### src/rtl/uart_pkg.sv
// Shared definitions for the UART transmit arbiter slice: byte width,
// arbiter state encoding and a ceiling-log2 helper for sizing counters.
package uart_pkg;

  localparam int BYTE_W = 8;

  localparam logic [1:0] ST_IDLE      = 2'd0;
  localparam logic [1:0] ST_START     = 2'd1;
  localparam logic [1:0] ST_WAIT_BUSY = 2'd2;
  localparam logic [1:0] ST_WAIT_DONE = 2'd3;

  // Never returns less than 1 so a width derived from it is always legal.
  function automatic int Clog2(input int value);
    int result;
    result = 1;
    for (int i = 1; i < 31; i++) begin
      if ((1 << i) < value) result = i + 1;
    end
    return result;
  endfunction

endpackage

### src/rtl/uart_rr_pick.sv
// Rotating-priority encoder: picks the first active request after last_id,
// wrapping from NUM_REQ-1 back to 0.
module uart_rr_pick #(
  parameter int NUM_REQ = 4
) (
  input  logic [NUM_REQ-1:0] req,
  input  logic [2:0]         last_id,
  output logic [2:0]         winner,
  output logic               any_req
);

  int   idx;
  logic found;

  always_comb begin
    winner = last_id;
    found  = 1'b0;
    idx    = 0;
    for (int i = 1; i <= NUM_REQ; i++) begin
      idx = int'(last_id) + i;
      if (idx >= NUM_REQ) idx = idx - NUM_REQ;
      for (int j = 0; j < NUM_REQ; j++) begin
        if (!found && (j == idx) && req[j]) begin
          winner = 3'(j);
          found  = 1'b1;
        end
      end
    end
  end

  assign any_req = |req;

endmodule

### src/rtl/uart_tx_arbiter.sv
// Round-robin sharing of one UART transmitter among NUM_REQ byte sources,
// sequencing the Start / ready handshake and flagging a transmitter that never responds.
module uart_tx_arbiter
  import uart_pkg::*;
#(
  parameter int NUM_REQ      = 4,
  parameter int BUSY_TIMEOUT = 4
) (
  input  logic                      Clk_TX,
  input  logic                      Reset_T,
  input  logic [NUM_REQ-1:0]        Req,
  input  logic [BYTE_W*NUM_REQ-1:0] Data_In,
  output logic [NUM_REQ-1:0]        Ack,
  input  logic                      Tx_Ready,
  output logic                      Tx_Start,
  output logic [BYTE_W-1:0]         Tx_Data,
  output logic                      Busy,
  output logic [2:0]                Cur_Id,
  output logic                      Err
);

  localparam int TIMER_W = Clog2(BUSY_TIMEOUT + 1);

  typedef enum logic [1:0] {
    IDLE      = ST_IDLE,
    START     = ST_START,
    WAIT_BUSY = ST_WAIT_BUSY,
    WAIT_DONE = ST_WAIT_DONE
  } state_t;

  state_t               state;
  logic [TIMER_W-1:0]   timer;
  logic [2:0]           winner;
  logic                 any_req;
  logic [BYTE_W-1:0]    win_byte;
  logic [NUM_REQ-1:0]   win_onehot;

  uart_rr_pick #(.NUM_REQ(NUM_REQ)) u_pick (
    .req     (Req),
    .last_id (Cur_Id),
    .winner  (winner),
    .any_req (any_req)
  );

  always_comb begin
    win_byte   = '0;
    win_onehot = '0;
    for (int j = 0; j < NUM_REQ; j++) begin
      if (winner == 3'(j)) begin
        win_byte      = Data_In[j*BYTE_W +: BYTE_W];
        win_onehot[j] = 1'b1;
      end
    end
  end

  // Start stays low from START onward, so the transmitter's edge detector
  // always sees at least two low cycles between consecutive pulses.
  always_ff @(posedge Clk_TX or negedge Reset_T) begin
    if (!Reset_T) begin
      state    <= IDLE;
      timer    <= '0;
      Ack      <= '0;
      Tx_Start <= 1'b0;
      Tx_Data  <= '1;
      Busy     <= 1'b0;
      Cur_Id   <= 3'(NUM_REQ - 1);
      Err      <= 1'b0;
    end else begin
      Err <= 1'b0;
      case (state)
        IDLE: begin
          if (any_req && Tx_Ready) begin
            Tx_Data  <= win_byte;
            Cur_Id   <= winner;
            Ack      <= win_onehot;
            Tx_Start <= 1'b1;
            Busy     <= 1'b1;
            state    <= START;
          end
        end
        START: begin
          Tx_Start <= 1'b0;
          Ack      <= '0;
          timer    <= '0;
          state    <= WAIT_BUSY;
        end
        WAIT_BUSY: begin
          if (!Tx_Ready) begin
            state <= WAIT_DONE;
          end else if (timer == TIMER_W'(BUSY_TIMEOUT - 1)) begin
            // Transmitter ignored the strobe: drop the byte rather than retry.
            Err   <= 1'b1;
            Busy  <= 1'b0;
            state <= IDLE;
          end else begin
            timer <= timer + 1'b1;
          end
        end
        WAIT_DONE: begin
          if (Tx_Ready) begin
            Busy  <= 1'b0;
            state <= IDLE;
          end
        end
        default: begin
          Busy  <= 1'b0;
          state <= IDLE;
        end
      endcase
    end
  end

endmodule

### config.mk
export PLATFORM = sky130hd
export DESIGN_NAME = uart_tx_arbiter
export DESIGN_NICKNAME = d
export VERILOG_FILES = /design/src/rtl/uart_pkg.sv /design/src/rtl/uart_rr_pick.sv /design/src/rtl/uart_tx_arbiter.sv
export SDC_FILE = /design/constraint.sdc
export NUM_CORES = 1
export LEC_CHECK = 0
export ABC_AREA = 1
export CAP_MARGIN = 5
export CELL_PAD_IN_SITES_DETAIL_PLACEMENT = 2
export CELL_PAD_IN_SITES_GLOBAL_PLACEMENT = 2
export CORE_ASPECT_RATIO = 1.1
export CORE_MARGIN = 3
export CORE_UTILIZATION = 26
export CTS_CLUSTER_DIAMETER = 80
export DETAILED_ROUTE_END_ITERATION = 10
export MAX_ROUTING_LAYER = met4
export PLACE_DENSITY = 0.8
export SLEW_MARGIN = 25
export SYNTH_ARGS = -nofsm -noshare
export SYNTH_HDL_FRONTEND = slang
export SYNTH_SLANG_ARGS = --single-unit
### constraint.sdc
create_clock -name Clk_TX -period 2.75 [get_ports Clk_TX]
set_clock_uncertainty 0.05 [all_clocks]
set_input_delay 0.275 -clock Clk_TX [delete_from_list [all_inputs] [get_ports Clk_TX]]
set_output_delay 0.275 -clock Clk_TX [all_outputs]
set_load 0.01 [all_outputs]
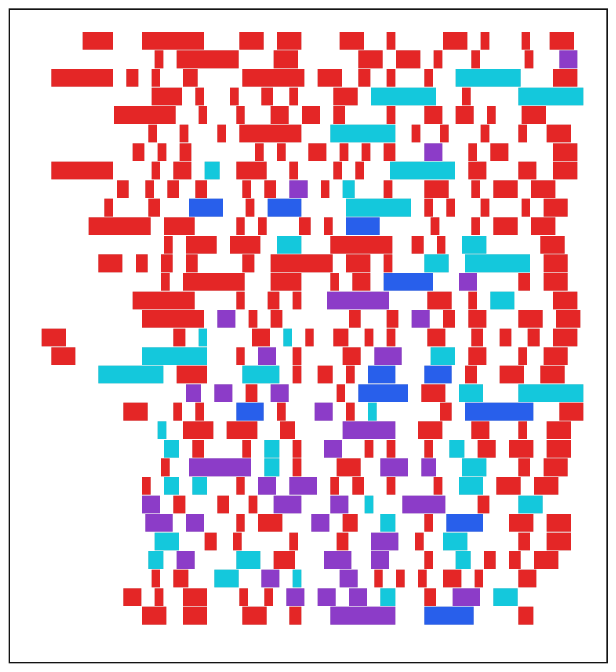
run_1/drive_strength.png
blue -> drive 6 and up  # cells 11, share 3.2%
cyan -> drive 2  # cells 43, share 13%
purple -> drive 3 to 4  # cells 38, share 11%
red -> drive 1 or less  # cells 252, share 73%

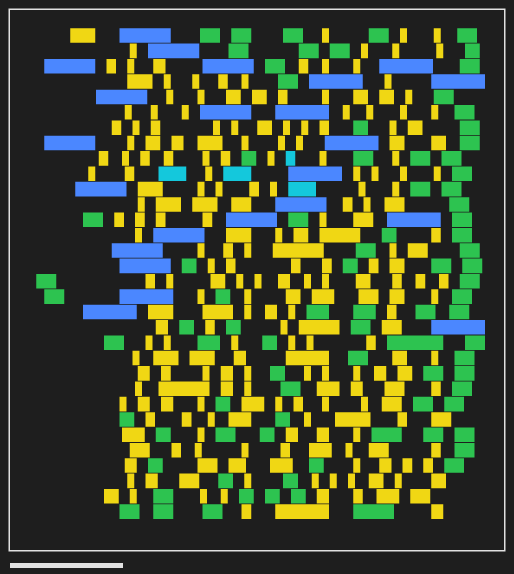
run_1/cell_classes.png
Scale bar: 20 um.
blue -> flops  # cells 23, share of their area 20%
cyan -> clock drivers and dummy loads  # cells 4, share of their area 1.6%
green -> other buffers and delay cells  # cells 85, share of their area 29%
yellow -> all other logic  # cells 232, share of their area 49%

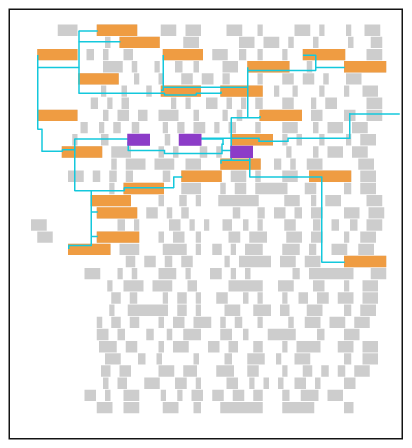
run_1/clock_map.png
purple -> cells driving clock nets  # count 3
orange -> flip-flops  # count 23
cyan -> clock wires  # length 404 um
routed clock nets = 4

==> impl_metrics.ini, run 1 <==
; yosys + openroad results
[worst_setup_path]
critPathMaxFanout = 5
endpoint_kind = flip-flop
max_stage_delay_ps = 630
criticalPathCategory = reg -> reg
path_cells = inv_4 > ha_4 > nor2_2 > nand3_2 > nand2_4 > nand2_4 > nand4_4 > nor2_4 > nand2_2 > nor2_4 > nand2_1 > nand2_2 > nand2_4 > buf_8 > o211ai_1 > nand3_2 > nand2_1 > nand2_1

[yosys]
syn_area_um2 = 1900
most_common_cell = nand2_1
synth-seq-cells = 23
synthTopLogicFamily = simple AND/OR/NAND/NOR gates
yosys_area_um2 = 1900
mux_share_pct = 0
common_cells = nand2_1 (59), inv_1 (40), nand3_1 (33)
fp_nets = 314
postSynthSeqShare_pct = 31.0

[status]
status = finished, violations left
violations = negative setup slack

[global_routing]
grt_usage_pct = 18.9
grt_pass1_vias = 2302

[power_and_ir_drop]
p_comb_mw = 3.31
switchingPower_mw = 2.20

[sta]
slew_headroom_pct = 59.0
setup_ws_ps = -265
setup_viol = 10
hold_slack_ps = 323
grt_setup_unrepaired = true
tns_ps = -1670

[floorplanning]
taps = 85

[final_layout]
fin_nets = 397
largest_reg_flops = 8
area_growth_pct = 58.0
seq_area_um2 = 588
fin_util_pct = 42.6
comb_area_share_pct = 41.9

[placement]
dpl-instance-area_um2 = 2620
dpl.hpwl_mm = 5.56
placed_cells = 406

[clock_network]
cts_buffers = 3
path_clk_slew_ps = 90
clk_path_buf_depth = 2
cts-root-buf = clkbuf_8

[routing]
antenna_left = 0
vias = 2202
drt_iter0_drc = 87
==> run 2, diff against run 1 <==
- CORE_MARGIN: 3 -> not set
- SLEW_MARGIN: 25 -> 20
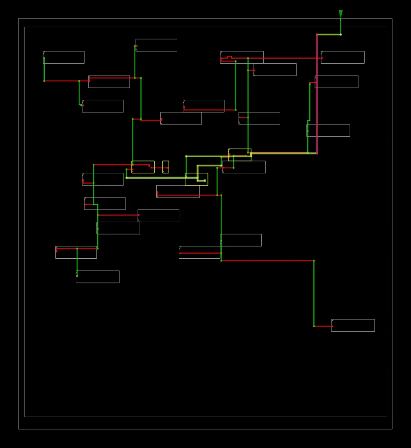
run_2/final_clocks.png
CTS buffer count: 3
flop count: 23
clkbuf count: 4
Clock Power: 233 uW

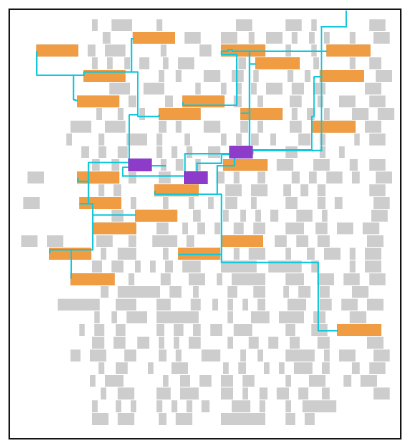
run_2/clock_map.png
cyan -> clock wires  # length 436 um
purple -> cells driving clock nets  # count 3
orange -> flip-flops  # count 23
routed clock nets = 4

==> impl_metrics.ini, run 2 <==
; yosys + openroad results
[final_layout]
comb_area_share_pct = 42.3
fin_nets = 393
seq_area_um2 = 588
largest_reg_flops = 8
fin_util_pct = 41.7

[sta]
grt_setup_unrepaired = true
worst_pin_slew_ps = 709
hold_slack_ps = 307
setup_viol = 10
slew_headroom_pct = 52.2
setup_ws_ps = -123
tns_ps = -828

[yosys]
syn_area_um2 = 1900
mux_share_pct = 0
synthTopLogicFamily = simple AND/OR/NAND/NOR gates
fp_nets = 314
yosys_area_um2 = 1900
postSynthSeqShare_pct = 31.0
common_cells = nand2_1 (59), inv_1 (40), nand3_1 (33)
synth-seq-cells = 23

[power_and_ir_drop]
p_comb_mw = 3.10

[routing]
vias = 2149
drt_iter0_drc = 64
antenna_left = 0

[floorplanning]
taps = 85

[worst_setup_path]
r2r_start = Cur_Id[1]$_DFFE_PN1P_
endpoint_kind = flip-flop
criticalPathCategory = reg -> reg
path_cells = buf_6 > nor2_1 > nand2_1 > nand3_2 > nor2_4 > buf_4 > nand2_1 > o21ai_1 > nand3_1 > nand2_2 > nand2_4 > buf_6 > nor2_8 > buf_6 > nand3_2 > nand3_2 > nand2_2 > nand2_1
max_stage_delay_ps = 630
critPathMaxFanout = 9

[placement]
dpl-instance-area_um2 = 2620
dpl.hpwl_mm = 5.71

[clock_network]
clk_path_buf_depth = 2
cts-root-buf = clkbuf_8
path_clk_slew_ps = 110

[global_routing]
overflow = 0
grt_usage_pct = 21.0

[status]
status = finished, violations left
violations = negative setup slack
Power and IR drop assume default switching activity.
